## src/rtl/muldiv_pkg.sv

```systemverilog
// Shared types and decode helpers for the EX-stage multiply/divide initiator.
package muldiv_pkg;

  typedef enum logic [2:0] {
    OP_NONE  = 3'd0,
    OP_MULT  = 3'd1,
    OP_MULTU = 3'd2,
    OP_DIV   = 3'd3,
    OP_DIVU  = 3'd4,
    OP_MTHI  = 3'd5,
    OP_MTLO  = 3'd6
  } op_t;

  typedef enum logic [1:0] {
    S_IDLE  = 2'd0,
    S_START = 2'd1,
    S_WAIT  = 2'd2,
    S_HOLD  = 2'd3
  } state_t;

  function automatic logic is_muldiv(input op_t op);
    return (op == OP_MULT) || (op == OP_MULTU) || (op == OP_DIV) || (op == OP_DIVU);
  endfunction

  function automatic logic is_signed(input op_t op);
    return (op == OP_MULT) || (op == OP_DIV);
  endfunction

  function automatic logic is_div(input op_t op);
    return (op == OP_DIV) || (op == OP_DIVU);
  endfunction

endpackage

```

## src/rtl/muldiv_ctrl_hilo_regs.sv

```systemverilog
// Architectural HI/LO pair; a core result write wins over a move write.
module muldiv_ctrl_hilo_regs #(
  parameter int DATA_W = 32
) (
  input  logic              i_clk,
  input  logic              i_rst_n,
  input  logic              i_res_we,
  input  logic [DATA_W-1:0] i_res_hi,
  input  logic [DATA_W-1:0] i_res_lo,
  input  logic              i_mthi_we,
  input  logic              i_mtlo_we,
  input  logic [DATA_W-1:0] i_mv_data,
  output logic [DATA_W-1:0] o_hi,
  output logic [DATA_W-1:0] o_lo
);

  logic [DATA_W-1:0] r_hi, r_lo;

  always_ff @(posedge i_clk or negedge i_rst_n) begin
    if (!i_rst_n) begin
      r_hi <= '0;
      r_lo <= '0;
    end else if (i_res_we) begin
      r_hi <= i_res_hi;
      r_lo <= i_res_lo;
    end else begin
      if (i_mthi_we) r_hi <= i_mv_data;
      if (i_mtlo_we) r_lo <= i_mv_data;
    end
  end

  assign o_hi = r_hi;
  assign o_lo = r_lo;

endmodule

```

## src/rtl/muldiv_ctrl.sv

```systemverilog
// EX-stage launcher for the multi-cycle mul/div core: latches operands,
// runs the start/done handshake, stalls EX meanwhile and commits HI/LO.
module muldiv_ctrl
  import muldiv_pkg::*;
#(
  parameter int DATA_W  = 32,
  parameter int MAX_LAT = 72,
  parameter int CNT_W   = 7
) (
  input  logic              i_clk,
  input  logic              i_rst_n,
  input  logic              i_ex_valid,
  input  op_t               i_ex_op,
  input  logic [DATA_W-1:0] i_ex_src_a,
  input  logic [DATA_W-1:0] i_ex_src_b,
  input  logic              i_pipe_stall,
  input  logic              i_flush,
  output logic              o_ex_stall,
  output logic              o_core_start,
  output logic              o_core_abort,
  output logic              o_core_div,
  output logic              o_core_sign,
  output logic [DATA_W-1:0] o_core_a,
  output logic [DATA_W-1:0] o_core_b,
  input  logic              i_core_done,
  input  logic [DATA_W-1:0] i_core_hi,
  input  logic [DATA_W-1:0] i_core_lo,
  output logic [DATA_W-1:0] o_hi,
  output logic [DATA_W-1:0] o_lo,
  output logic              o_lat_err
);

  state_t            r_state;
  logic [DATA_W-1:0] r_a, r_b;
  logic              r_div, r_sign;
  logic [CNT_W-1:0]  r_cnt;
  logic              r_lat_err;

  logic w_launch, w_mv, w_commit, w_busy;

  assign w_busy   = (r_state == S_START) || (r_state == S_WAIT);
  assign w_launch = i_ex_valid & ~i_flush & is_muldiv(i_ex_op);
  // Moves only retire from IDLE, and only once nothing else holds EX.
  assign w_mv     = (r_state == S_IDLE) & i_ex_valid & ~i_flush & ~i_pipe_stall;
  assign w_commit = (r_state == S_WAIT) & i_core_done & ~i_flush;

  assign o_ex_stall   = ((r_state == S_IDLE) & w_launch) | w_busy;
  assign o_core_start = (r_state == S_START);
  assign o_core_abort = w_busy & i_flush;

  always_ff @(posedge i_clk or negedge i_rst_n) begin
    if (!i_rst_n) begin
      r_state   <= S_IDLE;
      r_a       <= '0;
      r_b       <= '0;
      r_div     <= 1'b0;
      r_sign    <= 1'b0;
      r_cnt     <= '0;
      r_lat_err <= 1'b0;
    end else begin
      case (r_state)
        S_IDLE: begin
          if (w_launch) begin
            r_a     <= i_ex_src_a;
            r_b     <= i_ex_src_b;
            r_div   <= is_div(i_ex_op);
            r_sign  <= is_signed(i_ex_op);
            r_state <= S_START;
          end
        end
        S_START: begin
          r_cnt   <= '0;
          r_state <= i_flush ? S_IDLE : S_WAIT;
        end
        S_WAIT: begin
          if (i_flush) begin
            r_state <= S_IDLE;
          end else if (i_core_done) begin
            r_state <= S_HOLD;
          end else begin
            if (r_cnt != {CNT_W{1'b1}}) r_cnt <= r_cnt + 1'b1;
            // Counter hits MAX_LAT on this edge: the core is overdue.
            if (r_cnt == CNT_W'(MAX_LAT - 1)) r_lat_err <= 1'b1;
          end
        end
        S_HOLD: begin
          // Holding here while EX is stalled keeps the same op from relaunching.
          if (i_flush || !i_pipe_stall) r_state <= S_IDLE;
        end
        default: r_state <= S_IDLE;
      endcase
    end
  end

  assign o_core_a    = r_a;
  assign o_core_b    = r_b;
  assign o_core_div  = r_div;
  assign o_core_sign = r_sign;
  assign o_lat_err   = r_lat_err;

  muldiv_ctrl_hilo_regs #(.DATA_W(DATA_W)) u_hilo (
    .i_clk     (i_clk),
    .i_rst_n   (i_rst_n),
    .i_res_we  (w_commit),
    .i_res_hi  (i_core_hi),
    .i_res_lo  (i_core_lo),
    .i_mthi_we (w_mv & (i_ex_op == OP_MTHI)),
    .i_mtlo_we (w_mv & (i_ex_op == OP_MTLO)),
    .i_mv_data (i_ex_src_a),
    .o_hi      (o_hi),
    .o_lo      (o_lo)
  );

endmodule
```

## config.mk

```make
export PLATFORM = sky130hd
export DESIGN_NAME = muldiv_ctrl
export DESIGN_NICKNAME = d
export VERILOG_FILES = /design/src/rtl/muldiv_pkg.sv /design/src/rtl/muldiv_ctrl_hilo_regs.sv /design/src/rtl/muldiv_ctrl.sv
export SDC_FILE = /design/constraint.sdc
export NUM_CORES = 1
export LEC_CHECK = 0
export ABC_AREA = 1
export CORE_MARGIN = 3
export CORE_UTILIZATION = 31
export CTS_CLUSTER_SIZE = 20
export DETAILED_ROUTE_END_ITERATION = 10
export GPL_TIMING_DRIVEN = 0
export HOLD_SLACK_MARGIN = 0.02
export PLACE_DENSITY = 0.75
export SYNTH_ARGS = -nofsm -noshare
export SYNTH_HDL_FRONTEND = slang
export SYNTH_SLANG_ARGS = --single-unit
```

## constraint.sdc

```tcl
create_clock -name i_clk -period 1.6 [get_ports i_clk]
set_input_delay 0.48 -clock i_clk [delete_from_list [all_inputs] [get_ports i_clk]]
set_output_delay 0.48 -clock i_clk [all_outputs]
set_load 0.02 [all_outputs]
```

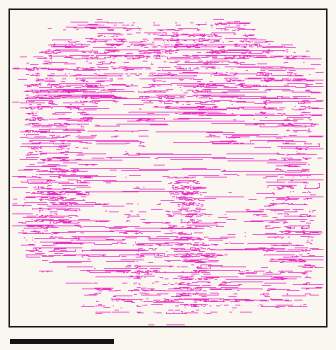
layer_met1.png
The bar under the picture is 50 um long.
wire length on this layer	11000 um
longest straight run	51.5 um
share of all routed wire	42%

==> flow_summary.json <==
{
  "outcome": "complete, but fails checks",
  "violations": "setup timing",
  "hp-class": "in2async",
  "seq_power_share_pct": 32.7,
  "cts_root_buf": "clkbuf_16",
  "ys_sh_xor_pct": 0,
  "initial_core_util_pct": 32.1,
  "crit_chain": "inv_2 > ha_4 > nand3_4 > clkbuf_16 > nand2_4 > buf_6",
  "p_per_area_nw_per_um2": 1620,
  "vias_per_cell": 4.75,
  "synthArstFlopShare_pct": 100,
  "ir_worst_vdd_mv": 0.743,
  "antenna_cells": 0,
  "gp_congestion": 0.895,
  "ys_sh_mux_pct": 0,
  "ys_warn_count": 0,
  "path_depth": 6,
  "rows": 52,
  "ys_sh_simple_pct": 22.3,
  "pwr-share-comb_pct": 45.5,
  "drv_slew": 0,
  "flop_area_um2": 3500,
  "crit_required_ns": 1.12,
  "hold_viol": 0,
  "grt_pass1_vias": 7092,
  "p_int_mw": 11.2,
  "cp-endpoint": "o_ex_stall",
  "numCtsBuffers": 17,
  "whs_ns": 0.0552,
  "fmaxAchievable_ghz": 0.495,
  "fillCellCount": 1796,
  "switching_power_mw": 7.46,
  "lay_top_count": "nand2_1",
  "worst-slew-pin-transition_ns": 0.639,
  "p_sw_share_pct": 40.0,
  "cts.clk_slew.worst_paths_ns": 0.06,
  "crit_arrival_ns": 1.54,
  "yosysTopAreaCellShare_pct": 53.1,
  "dieArea_um2": 23100,
  "grt_usage_pct": 22.3,
  "grt_max_degree": 78,
  "non_clock_inverter_count": 143,
  "syn2layout_area_growth_pct": 74.7,
  "worst_slack_ns": -0.419,
  "comb_cells": 503,
  "postRouteAntennaNets": 0,
  "cts_tree": "yes",
  "synth.most_common_cell": "nand2_1",
  "synth_seq_share_pct": 53.1,
  "dr.first_iter.drc_count": 348,
  "power_frac_clock_pct": 21.8,
  "comb_share_pct": 22.9,
  "grt_overflow": 0,
  "critPathTopFamily": "flip-flops",
  "tns_ns": -25.72,
  "fin_crit_ns": 2.02,
  "cp_max_fo": 4,
  "synthTopCellsByArea": "dfrtp_1 53%, nand2_1 15%, inv_1 8.1%",
  "r2r_setup_slack_ns": -0.38,
  "finalPower_mw": 18.7,
  "r2r_end": "u_hilo.o_hi[21]",
  "synth_cell_type_count": 24,
  "relSlewSlack_pct": 57.4,
  "final_cell_mix": "224 x nand2_1, 139 x dfrtp_1, 135 x inv_1",
  "dp_worst_setup_slack_ns": -1.41,
  "drcViolationCount": 0,
  "syn_area_per_cell_um2": 7.95,
  "critPathBufInv": 3,
  "clkLatencyLatePin_ns": 0.41,
  "vias": 6915,
  "die_x_um": 152,
  "drt_first_pass_iters": 5,
  "cts_buffer_depth": 2,
  "synthTopCellsByCount": "259 x nand2_1, 142 x inv_1, 140 x dfrtp_1, 98 x o21ai_0, 73 x nand3_1",
  "warning_count": 32,
  "core_um2": 20600,
  "clk_share_pct": 5.19,
  "area_dominant_class": "buffers",
  "antenna_found_initial": 0,
  "critPathLaunch": "r_state[0]",
  "ios": 271,
  "synth_nets": 973,
  "final_cells": 1456,
  "seq_area_share_pct": 30.4,
  "synth_area_um2": 6600,
  "ys_dominant_reg_cell": "dfrtp_1",
  "clock-sinks": 140,
  "placed_area_um2": 9670,
  "synthAdderAreaFrac_pct": 1.14,
  "setup_violations": 133,
  "buffers": 368,
  "fin_skew_ns": 0.00645
}
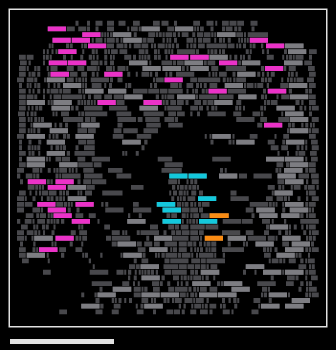
flops_by_reg.png
The bar under the picture is 50 um long. Other sequential cells in the stronger grey, the rest of the logic in the fainter grey.
signal	colour	flops
r_cnt	cyan	7
u_hilo.o_hi	magenta	32
r_state	orange	2
not coloured	99

[power groups by stage]
stage / combinational [mW] / clock [mW] / sequential (mW)
after global placement: 8.43 / 0 / 6.04
final: 8.49 / 4.08 / 6.11
after CTS: 8.58 / 4.15 / 6.07
after global routing: 9.12 / 4.34 / 6.29
after floorplan: 2.05 / 0 / 7.98
after detailed placement: 8.54 / 0 / 6.09
[repair_timing]
action                     CTS  global route
gates resized              515           140
setup buffers               31             5
setup endpoints to repair  270           215
pin swaps                   19             8
hold endpoints to repair     0             0
gates cloned                15             6
[per-layer routing]
layer | vias to the layer above | GRT usage [%] | wire length, um
li1 | 3282 | - | -
met1 | 3294 | 28.6 | 11000
met2 | 280 | 36.0 | 12500
met3 | 59 | 6.14 | 1800
met4 | 0 | 8.22 | 922
met5 | - | 0 | 0
Power figures rest on the tool's default switching activity, not on a simulated workload.
